`config.mk`:
```
export PLATFORM = sky130hd
export DESIGN_NAME = fpu_requester
export DESIGN_NICKNAME = d
export VERILOG_FILES = /design/src/rtl/fpu_pkg.sv /design/src/rtl/fpu_requester.sv
export SDC_FILE = /design/constraint.sdc
export NUM_CORES = 1
export LEC_CHECK = 0
export CAP_MARGIN = 20
export CORE_UTILIZATION = 43
export CTS_CLUSTER_DIAMETER = 60
export CTS_CLUSTER_SIZE = 25
export DETAILED_ROUTE_END_ITERATION = 7
export GPL_TIMING_DRIVEN = 0
export PLACE_DENSITY = 0.85
export SYNTH_ARGS = -nofsm -noshare
export SYNTH_HDL_FRONTEND = slang
export SYNTH_SLANG_ARGS = --single-unit
export TNS_END_PERCENT = 30
```
`constraint.sdc`:
```
create_clock -name clock -period 2.3 [get_ports clock]
set_clock_uncertainty 0.15 [all_clocks]
set_input_delay 0.23 -clock clock [delete_from_list [all_inputs] [get_ports clock]]
set_output_delay 0.23 -clock clock [all_outputs]
set_load 0.05 [all_outputs]
```
`src/rtl/fpu_pkg.sv`:
```
// Types and constants shared by the fpu block and its requester.
// Operation encoding, the quiet-NaN pattern and the requester FSM states.
package fpu_pkg;

  typedef enum logic [3:0] {
    add_op = 4'd0,
    sub_op = 4'd1,
    mul_op = 4'd2,
    div_op = 4'd3
  } Operation_t;

  typedef enum logic [2:0] {
    IDLE,
    ISSUE,
    WAIT_RESULT,
    ACK_RESULT,
    RESPOND
  } req_state_t;

  localparam int QNAN_MAX_W = 128;

  // Sign, exponent and mantissa all ones, right-aligned to the requested width.
  function automatic logic [QNAN_MAX_W-1:0] QNAN(input int unsigned w);
    return {QNAN_MAX_W{1'b1}} >> (QNAN_MAX_W - w);
  endfunction

  function automatic logic is_valid_op(input logic [3:0] op);
    return (op == 4'(add_op)) || (op == 4'(sub_op)) ||
           (op == 4'(mul_op)) || (op == 4'(div_op));
  endfunction

endpackage

```
`src/rtl/fpu_requester.sv`:
```
// Single-outstanding initiator for the fpu operand/result handshake.
// Takes tagged commands, runs the fpu handshakes and returns tagged responses.
module fpu_requester
  import fpu_pkg::*;
#(
  parameter int bitness = 32,
  parameter int TAG_W   = 4,
  parameter int TIMEOUT = 1024
) (
  input  logic               clock,
  input  logic               reset,
  input  logic               cmd_valid,
  output logic               cmd_ready,
  input  logic [bitness-1:0] cmd_a,
  input  logic [bitness-1:0] cmd_b,
  input  logic [3:0]         cmd_op,
  input  logic [TAG_W-1:0]   cmd_tag,
  output logic               fpu_input_rdy,
  input  logic               fpu_input_ack,
  input  logic               fpu_output_rdy,
  output logic               fpu_output_ack,
  output logic [bitness-1:0] fpu_data_a,
  output logic [bitness-1:0] fpu_data_b,
  output logic [3:0]         fpu_operation,
  input  logic [bitness-1:0] fpu_result,
  output logic               rsp_valid,
  input  logic               rsp_ready,
  output logic [bitness-1:0] rsp_result,
  output logic [TAG_W-1:0]   rsp_tag,
  output logic               rsp_error,
  output logic               fpu_hung,
  output logic [15:0]        done_count
);

  localparam int CNT_W = $clog2(TIMEOUT);
  localparam logic [CNT_W-1:0] CNT_LAST = CNT_W'(TIMEOUT - 1);
  localparam logic [bitness-1:0] QNAN_VAL = bitness'(QNAN(bitness));

  req_state_t          state_reg, state_next;
  logic                alive_reg;
  logic [CNT_W-1:0]    cnt_reg;
  logic [bitness-1:0]  a_reg, b_reg, result_reg;
  logic [3:0]          op_reg;
  logic [TAG_W-1:0]    tag_reg;
  logic                error_reg, hung_reg;
  logic [15:0]         done_reg;
  logic                accept;

  always_ff @(posedge clock or negedge reset) begin
    if (!reset) state_reg <= IDLE;
    else        state_reg <= state_next;
  end

  always_comb begin
    state_next     = state_reg;
    cmd_ready      = 1'b0;
    fpu_input_rdy  = 1'b0;
    fpu_output_ack = 1'b0;
    rsp_valid      = 1'b0;
    accept         = 1'b0;
    case (state_reg)
      IDLE: begin
        // alive_reg keeps cmd_ready low for the first cycle out of reset
        cmd_ready = alive_reg && !hung_reg;
        accept    = cmd_valid && alive_reg && !hung_reg;
        if (accept) state_next = is_valid_op(cmd_op) ? ISSUE : RESPOND;
      end
      ISSUE: begin
        fpu_input_rdy = 1'b1;
        if (fpu_input_ack) state_next = WAIT_RESULT;
      end
      WAIT_RESULT: begin
        if (fpu_output_rdy)           state_next = ACK_RESULT;
        else if (cnt_reg == CNT_LAST) state_next = RESPOND;
      end
      ACK_RESULT: begin
        fpu_output_ack = 1'b1;
        state_next     = RESPOND;
      end
      RESPOND: begin
        rsp_valid = 1'b1;
        if (rsp_ready) state_next = IDLE;
      end
      default: state_next = IDLE;
    endcase
  end

  always_ff @(posedge clock or negedge reset) begin
    if (!reset) begin
      alive_reg  <= 1'b0;
      cnt_reg    <= '0;
      a_reg      <= '0;
      b_reg      <= '0;
      op_reg     <= '0;
      tag_reg    <= '0;
      result_reg <= '0;
      error_reg  <= 1'b0;
      hung_reg   <= 1'b0;
      done_reg   <= '0;
    end else begin
      alive_reg <= 1'b1;
      case (state_reg)
        IDLE: begin
          if (accept) begin
            tag_reg <= cmd_tag;
            if (is_valid_op(cmd_op)) begin
              // Subtraction goes to the fpu as an add of the negated operand.
              a_reg     <= cmd_a;
              b_reg     <= (cmd_op == 4'(sub_op)) ? {~cmd_b[bitness-1], cmd_b[bitness-2:0]} : cmd_b;
              op_reg    <= (cmd_op == 4'(sub_op)) ? 4'(add_op) : cmd_op;
              error_reg <= 1'b0;
            end else begin
              error_reg  <= 1'b1;
              result_reg <= QNAN_VAL;
            end
          end
        end
        ISSUE: begin
          if (fpu_input_ack) cnt_reg <= '0;
        end
        WAIT_RESULT: begin
          if (fpu_output_rdy) begin
            result_reg <= fpu_result;
          end else if (cnt_reg == CNT_LAST) begin
            hung_reg   <= 1'b1;
            error_reg  <= 1'b1;
            result_reg <= QNAN_VAL;
          end else begin
            cnt_reg <= cnt_reg + CNT_W'(1);
          end
        end
        RESPOND: begin
          if (rsp_ready) done_reg <= done_reg + 16'd1;
        end
        default: ;
      endcase
    end
  end

  assign fpu_data_a    = a_reg;
  assign fpu_data_b    = b_reg;
  assign fpu_operation = op_reg;
  assign rsp_result    = result_reg;
  assign rsp_tag       = tag_reg;
  assign rsp_error     = error_reg;
  assign fpu_hung      = hung_reg;
  assign done_count    = done_reg;

endmodule

```
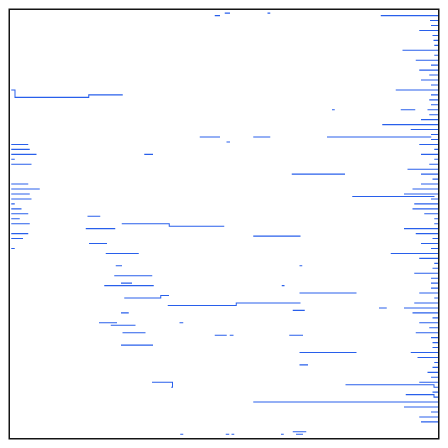
*Metal 3*
The layer holds 5.3% of the routed length. The longest straight run is 50.4 um. The layer carries 813 um of wire. 124 nets have wire on it.

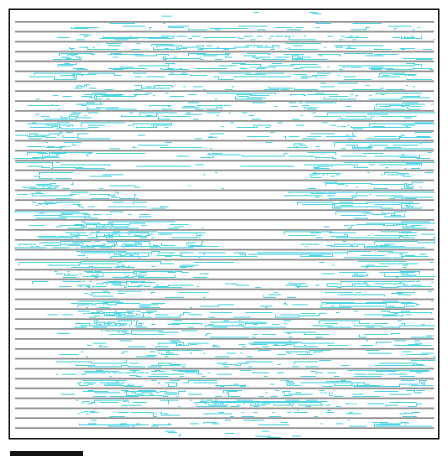
*Metal 1*
Scale bar: 20 um. Supply wires on this layer in grey.
The longest straight run is 34.5 um. 679 nets have wire on it. The layer holds 39% of the routed length. The layer carries 5980 um of wire. The wires run mostly horizontal.
met1 Use GR: 0.271
DR vias: 4240
Total Routed Length: 15300 um

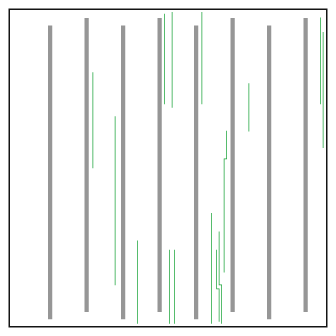
*Metal 4*
Supply wires on this layer in grey.
The layer holds 3.5% of the routed length. The longest straight run is 62.6 um.

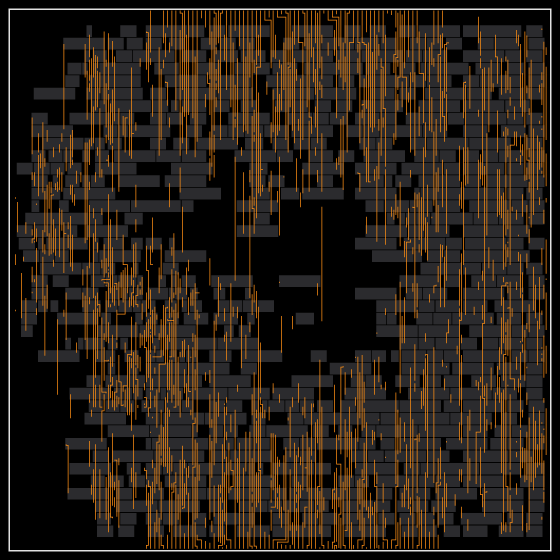
*M2 wires*
The layer carries 7950 um of wire. 725 nets have wire on it.
grt met2 use: 0.407

==> impl_metrics.json <==
{
  "io_pins": 236,
  "power.leakage_nw": 3.98,
  "endpoint": "fpu_data_b[18]",
  "antenna_found_initial": 0,
  "ys_cells": 394,
  "swShare": 0.439,
  "ctsHtreeMaxLevel": 4,
  "cts_hold_buf": 1,
  "syn_avg_cell_area_sq_um": 14.6,
  "first_pass_iters": 4,
  "rr_startpoint": "state_reg[2]",
  "root_buffer": "clkbuf_16",
  "fin_area_sq_mm": 0.00894,
  "reg2reg_depth": 6,
  "viasPerCell": 5.08,
  "syn_nets": 506,
  "ant_nets": 0,
  "area_growth_pct": 56.0,
  "status": "completed",
  "r2r-end": "fpu_data_b[18]",
  "holdWs_ns": 0.247,
  "period_minus_slack_ns": 2.25,
  "fillerInstances": 903,
  "critical_path.max_stage_delay_ns": 0.50,
  "synth.top_cell.area_share": 0.593,
  "worst_pin_slew_ns": 0.624,
  "ys_types": 49
}
## kinds of logic (layout without fill, tap and decap cells)
kind of cell | count (synthesis) | in the layout | share of synthesized area
DFF | 136 | 136 | 0.593
and+or+nand+nor | 81 | 81 | 0.0818
muxes | 73 | 73 | 0.184
AOI/OAI and AO/OA | 60 | 60 | 0.0831
buffers and inverters | 25 | 293 | 0.0281
xor gates and xnor gates | 16 | 16 | 0.0244
adders and majority gates | 2 | 2 | 0.00436
other | 1 | 1 | 0.000654
## layout make-up
class	count	area, sq um	share of cell area
Inverter	4	15.0	0.00168
Clock inverter	9	123	0.0137
Timing Repair Buffer	237	2380	0.266
Buffer	21	148	0.0165
Multi-Input combinational cell	233	2190	0.245
Sequential cell	136	3400	0.380
Tap cell	172	215	0.0241
Clock buffer	22	474	0.0530
